**Cell classes on the final placement**

Scale bar: 20 um. Fill, decap, tap and diode cells in grey.
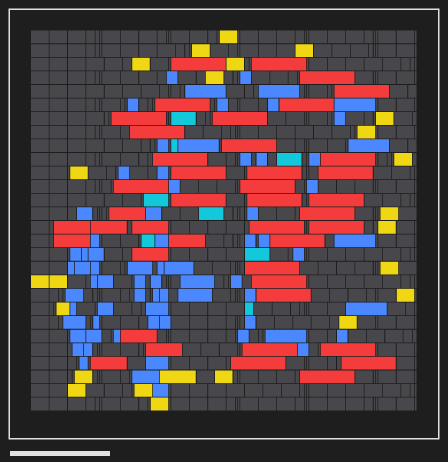
**I/O nets highlighted**

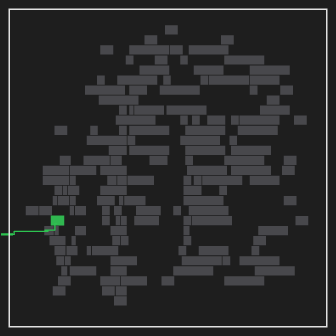
**Cell density map**

The die is cut into 9 by 9 equal tiles; white is low, dark blue is high, 0 to 100% covered.
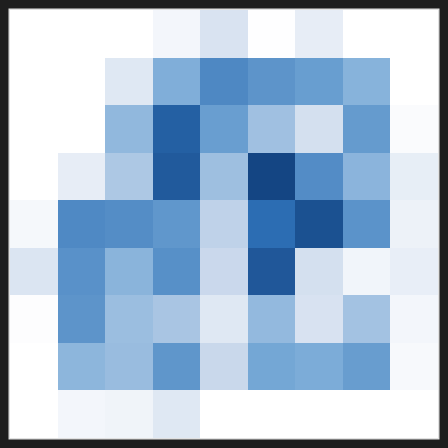
**Met1 routing**

Supply wires on this layer in grey.
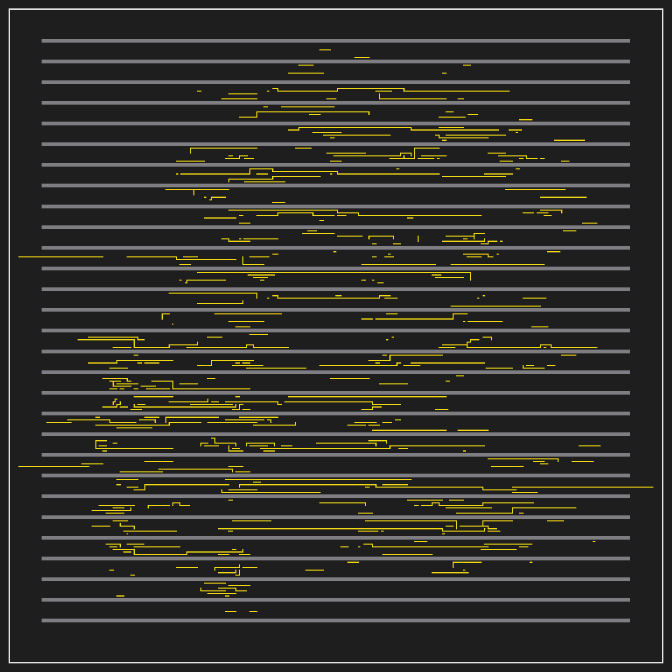
File: src/rtl/fifo_pkg.sv
// Shared types and helpers for the FIFO-to-stream adapter.
package fifo_pkg;

    typedef enum logic {
        RUN   = 1'b0,
        FLUSH = 1'b1
    } state_t;

    localparam int STATS_W = 32;

    // Pointer width for a circular store of 'depth' entries; never narrower than 1 bit.
    function automatic int ptr_w(input int depth);
        return (depth <= 2) ? 1 : $clog2(depth);
    endfunction

endpackage

File: src/rtl/adapter_buf.sv
// Circular BUF_DEPTH x DATA_WIDTH store with explicit pointer wrap (depth need not be a power of 2).
module adapter_buf
    import fifo_pkg::*;
#(
    parameter int DATA_WIDTH = 8,
    parameter int BUF_DEPTH  = 3
) (
    input  logic                             clk,
    input  logic                             rst,
    input  logic                             clear,
    input  logic                             push,
    input  logic [DATA_WIDTH-1:0]            push_data,
    input  logic                             pop,
    output logic [DATA_WIDTH-1:0]            head,
    output logic [$clog2(BUF_DEPTH+1)-1:0]   occupancy
);

    localparam int PW = ptr_w(BUF_DEPTH);

    logic [DATA_WIDTH-1:0] mem [BUF_DEPTH];
    logic [PW-1:0]         wr_ptr;
    logic [PW-1:0]         rd_ptr;

    function automatic logic [PW-1:0] wrap_inc(input logic [PW-1:0] p);
        return (p == PW'(BUF_DEPTH - 1)) ? '0 : p + 1'b1;
    endfunction

    always_ff @(posedge clk) begin
        if (rst) begin
            wr_ptr    <= '0;
            rd_ptr    <= '0;
            occupancy <= '0;
            for (int i = 0; i < BUF_DEPTH; i++) begin
                mem[i] <= '0;
            end
        end else if (clear) begin
            wr_ptr    <= '0;
            rd_ptr    <= '0;
            occupancy <= '0;
        end else begin
            if (push) begin
                mem[wr_ptr] <= push_data;
                wr_ptr      <= wrap_inc(wr_ptr);
            end
            if (pop) begin
                rd_ptr <= wrap_inc(rd_ptr);
            end
            if (push && !pop) begin
                occupancy <= occupancy + 1'b1;
            end else if (pop && !push) begin
                occupancy <= occupancy - 1'b1;
            end
        end
    end

    assign head = mem[rd_ptr];

endmodule

File: src/rtl/fifo_stream_adapter.sv
// Turns a 1-cycle-latency FIFO read port into a valid/ready stream.
// Optional FIFO_ADAPTER_STATS_EN adds transfer and stall counters.
module fifo_stream_adapter
    import fifo_pkg::*;
#(
    parameter int DATA_WIDTH = 8,
    parameter int BUF_DEPTH  = 3
) (
    input  logic                             clk,
    input  logic                             rst,
    input  logic                             fifo_empty,
    output logic                             fifo_rd_en,
    input  logic [DATA_WIDTH-1:0]            fifo_rd_data,
    input  logic                             flush,
    output logic                             m_valid,
    input  logic                             m_ready,
    output logic [DATA_WIDTH-1:0]            m_data,
    output logic [$clog2(BUF_DEPTH+1)-1:0]   occupancy
`ifdef FIFO_ADAPTER_STATS_EN
    ,
    output logic [STATS_W-1:0]               xfer_cnt,
    output logic [STATS_W-1:0]               stall_cnt
`endif
);

    localparam int OW = $clog2(BUF_DEPTH + 1);

    state_t        state;
    state_t        state_next;
    logic          inflight;
    logic          run;
    logic          clear;
    logic          push;
    logic          pop;
    logic [OW:0]   level;

    always_ff @(posedge clk) begin
        if (rst) begin
            state <= RUN;
        end else begin
            state <= state_next;
        end
    end

    always_comb begin
        state_next = state;
        case (state)
            RUN:     if (flush)  state_next = FLUSH;
            FLUSH:   if (!flush) state_next = RUN;
            default: state_next = RUN;
        endcase
    end

    assign run   = (state == RUN);
    assign clear = flush | !run;

    // Issue counts the word already on the wire so the buffer can never overflow.
    // Reset gating keeps upstream words from being popped into a buffer that is being cleared.
    assign level      = {1'b0, occupancy} + {{OW{1'b0}}, inflight};
    assign fifo_rd_en = run & !rst & !fifo_empty & !flush & (level < (OW+1)'(BUF_DEPTH));

    always_ff @(posedge clk) begin
        if (rst) begin
            inflight <= 1'b0;
        end else begin
            inflight <= fifo_rd_en;
        end
    end

    assign push    = inflight & run;
    assign m_valid = (occupancy != '0) & run & !flush;
    assign pop     = m_valid & m_ready;

    adapter_buf #(
        .DATA_WIDTH (DATA_WIDTH),
        .BUF_DEPTH  (BUF_DEPTH)
    ) u_buf (
        .clk       (clk),
        .rst       (rst),
        .clear     (clear),
        .push      (push),
        .push_data (fifo_rd_data),
        .pop       (pop),
        .head      (m_data),
        .occupancy (occupancy)
    );

`ifdef FIFO_ADAPTER_STATS_EN
    // Statistics survive flush; only reset clears them.
    always_ff @(posedge clk) begin
        if (rst) begin
            xfer_cnt  <= '0;
            stall_cnt <= '0;
        end else begin
            if (m_valid && m_ready) begin
                xfer_cnt <= xfer_cnt + 1'b1;
            end
            if (m_valid && !m_ready) begin
                stall_cnt <= stall_cnt + 1'b1;
            end
        end
    end
`endif

endmodule

File: config.mk
export PLATFORM = sky130hd
export DESIGN_NAME = fifo_stream_adapter
export DESIGN_NICKNAME = d
export VERILOG_FILES = /design/src/rtl/fifo_pkg.sv /design/src/rtl/adapter_buf.sv /design/src/rtl/fifo_stream_adapter.sv
export SDC_FILE = /design/constraint.sdc
export NUM_CORES = 1
export LEC_CHECK = 0
export CORE_MARGIN = 4
export CORE_UTILIZATION = 30
export DETAILED_ROUTE_END_ITERATION = 7
export GPL_ROUTABILITY_DRIVEN = 0
export PLACE_DENSITY_LB_ADDON = 0.12
export SYNTH_ARGS = -nofsm -noshare
export SYNTH_HDL_FRONTEND = slang
export SYNTH_SLANG_ARGS = --single-unit
File: constraint.sdc
create_clock -name clk -period 4.4 [get_ports clk]
set_clock_uncertainty 0.05 [all_clocks]
set_input_delay 0.88 -clock clk [delete_from_list [all_inputs] [get_ports clk]]
set_output_delay 0.88 -clock clk [all_outputs]
set_load 0.1 [all_outputs]
==> results.yml <==
# implementation run metrics
detailed_routing:
  postRouteWirelength_mm: 3.539
  viasPerCell: 4.627
  wl_met1_mm: 1.546
  dr_total_vias: 1018
  met2WireLength_mm: 1.801
  route.detailed.wl_per_inst_um: 16.09
cells_and_area:
  seq_area_share_pct: 51.99
  non_clock_inverter_count: 1
  share_of_final_layout_standard_cells_stronger_than_drive_strength_1_pct: 18.62
  n_multi_input_combinational_cell: 70
  multi_input_comb_area_sq_um: 641.9
  design_area_sq_mm: 0.002233
  area_growth_pct: 23.53
  post_layout_nonfiller_instances: 220
  fill_cells: 563
  numSequentialCells: 42
power:
  p_sw_w: 0.0001796
  pwr-share-clk_pct: 31.2
  power.share.combinational_pct: 10.1
worst_setup_path:
  worst-path-max-fanout: 8
  slowest_delay_ns: 0.54
  worst_path_dominant_cell_family: "buffers and inverters"
  crit_required_ns: 3.47
  critical_path.endpoint_type: "output pin"
job:
  openroad.warnings: 27
  maxCapViolCount: 0
synthesis:
  count_of_mapped_cells_out_of_synthesis: 116
  postSynth.topFlopCell: "sky130_fd_sc_hd__edfxtp_1"
  post_synth_top_area_share_pct: 53.15
  netlist_logic_family_top: "simple AND/OR/NAND/NOR gates"
  synth.top_cells.by_area: "sky130_fd_sc_hd__edfxtp_1, sky130_fd_sc_hd__dfxtp_1, sky130_fd_sc_hd__mux4_2"
  yosys.stat.chipArea_sq_mm: 0.001808
  yosysTopAreaCell: "sky130_fd_sc_hd__edfxtp_1"
  most_common_cell_in_the_synthesized_netlist: "sky130_fd_sc_hd__edfxtp_1"
  syn-num-nets: 132
  synthSimpleGateAreaFrac_pct: 17.92
clock_tree:
  cts-htree-levels: 2
  clk_pin_slew_ns: 0.08
  insertion_delay_ns: 0.28
global_routing:
  grt_busiest_layer: "met2"
  number_of_antenna_violations_at_the_first_check_in_global_routing: 0
  first_global_vias: 1085
  grt.met2_usage_pct: 17.16
  global_route.usage.met1_pct: 13.54
timing:
  worst_slack_ns: 0.8656
  hold-worst-slack_ns: 0.4617
  finalHoldViolCount: 0
  min_period_ns: 3.534
  timing.setup.tns_ns: 0
  report.final.setup_viol: 0
  rsz0062_at_grt: "false"
placement:
  io_buffers: 24
  placedInstanceArea_sq_mm: 0.002148
  dp.cells: 212
min_path:
  hp-start: "u_buf.rd_ptr[0]"
die:
  io_pins: 25
  die_x_um: 85.63
status:
  run_status: "completed"
-- 'cell classes on the final placement' (at the start) --
blue -> all other logic  # cells 71, share of their area 30%
cyan -> clock drivers and dummy loads  # cells 8, share of their area 4.0%
yellow -> other buffers and delay cells  # cells 24, share of their area 12%
red -> flip-flops  # cells 42, share of their area 54%

-- 'I/O nets highlighted' (at the start) --
green -> `m_valid`  # bits 1, direction output, edge left, end cells 1, buffers 1, wire 15.7 um

-- 'cell density map' (at the start) --
nearly empty tiles = 25%
mean over tiles = 29%
densest ninth of the die = centre
tiles over 75% full = 7.4%
emptiest ninth of the die = upper left

-- 'met1 routing' (at the start) --
longest straight run = 35.9 um
share of all routed wire = 44%
wire length on this layer = 1,550 um

[worst min-delay path: stages, from the launching register on]
cell and delay [ns]:
sky130_fd_sc_hd__dfxtp_1 0.32, sky130_fd_sc_hd__o41ai_1 0.06, sky130_fd_sc_hd__a21oi_1 0.08
[state kept, by name (all words and copies together), names as in the netlist, named ones only]
register and count:
u_buf.occupancy 2, inflight 1, u_buf.mem 32, u_buf.wr_ptr 2
state 1, u_buf.rd_ptr 2
[cells in the final DEF (no fill, tap or decap), types with 2 or more instances in the layout]
cell type | Yosys | layout
sky130_fd_sc_hd__edfxtp_1 | 32 | 32
sky130_fd_sc_hd__and2_1 | 24 | 24
sky130_fd_sc_hd__clkdlybuf4s50_1 | 0 | 22
sky130_fd_sc_hd__dfxtp_1 | 10 | 10
sky130_fd_sc_hd__mux4_2 | 8 | 8
sky130_fd_sc_hd__nor2_1 | 6 | 6
sky130_fd_sc_hd__clkbuf_8 | 0 | 5
sky130_fd_sc_hd__a21oi_1 | 3 | 3
sky130_fd_sc_hd__ha_1 | 3 | 3
sky130_fd_sc_hd__or2_2 | 2 | 2
sky130_fd_sc_hd__or3_1 | 2 | 2
sky130_fd_sc_hd__nor3b_4 | 2 | 2
sky130_fd_sc_hd__nor2b_1 | 2 | 2
sky130_fd_sc_hd__xor2_1 | 2 | 2
sky130_fd_sc_hd__nand4b_1 | 2 | 2
sky130_fd_sc_hd__o41ai_1 | 2 | 2
[worst max-delay path by stage]
| stage | from | to | depth (start not counted) |
|---|---|---|---|
| 2_1_floorplan | u_buf.occupancy[0] | fifo_rd_en | 3 |
| 3_3_place_gp | flush | fifo_rd_en | 4 |
| 3_5_place_dp | flush | fifo_rd_en | 4 |
| 4_1_cts | flop | m_data[6] | 2 |
| 5_1_grt | flop | m_data[6] | 2 |
| 6_report | flush | fifo_rd_en | 4 |
Power figures rest on the tool's default switching activity, not on a simulated workload.
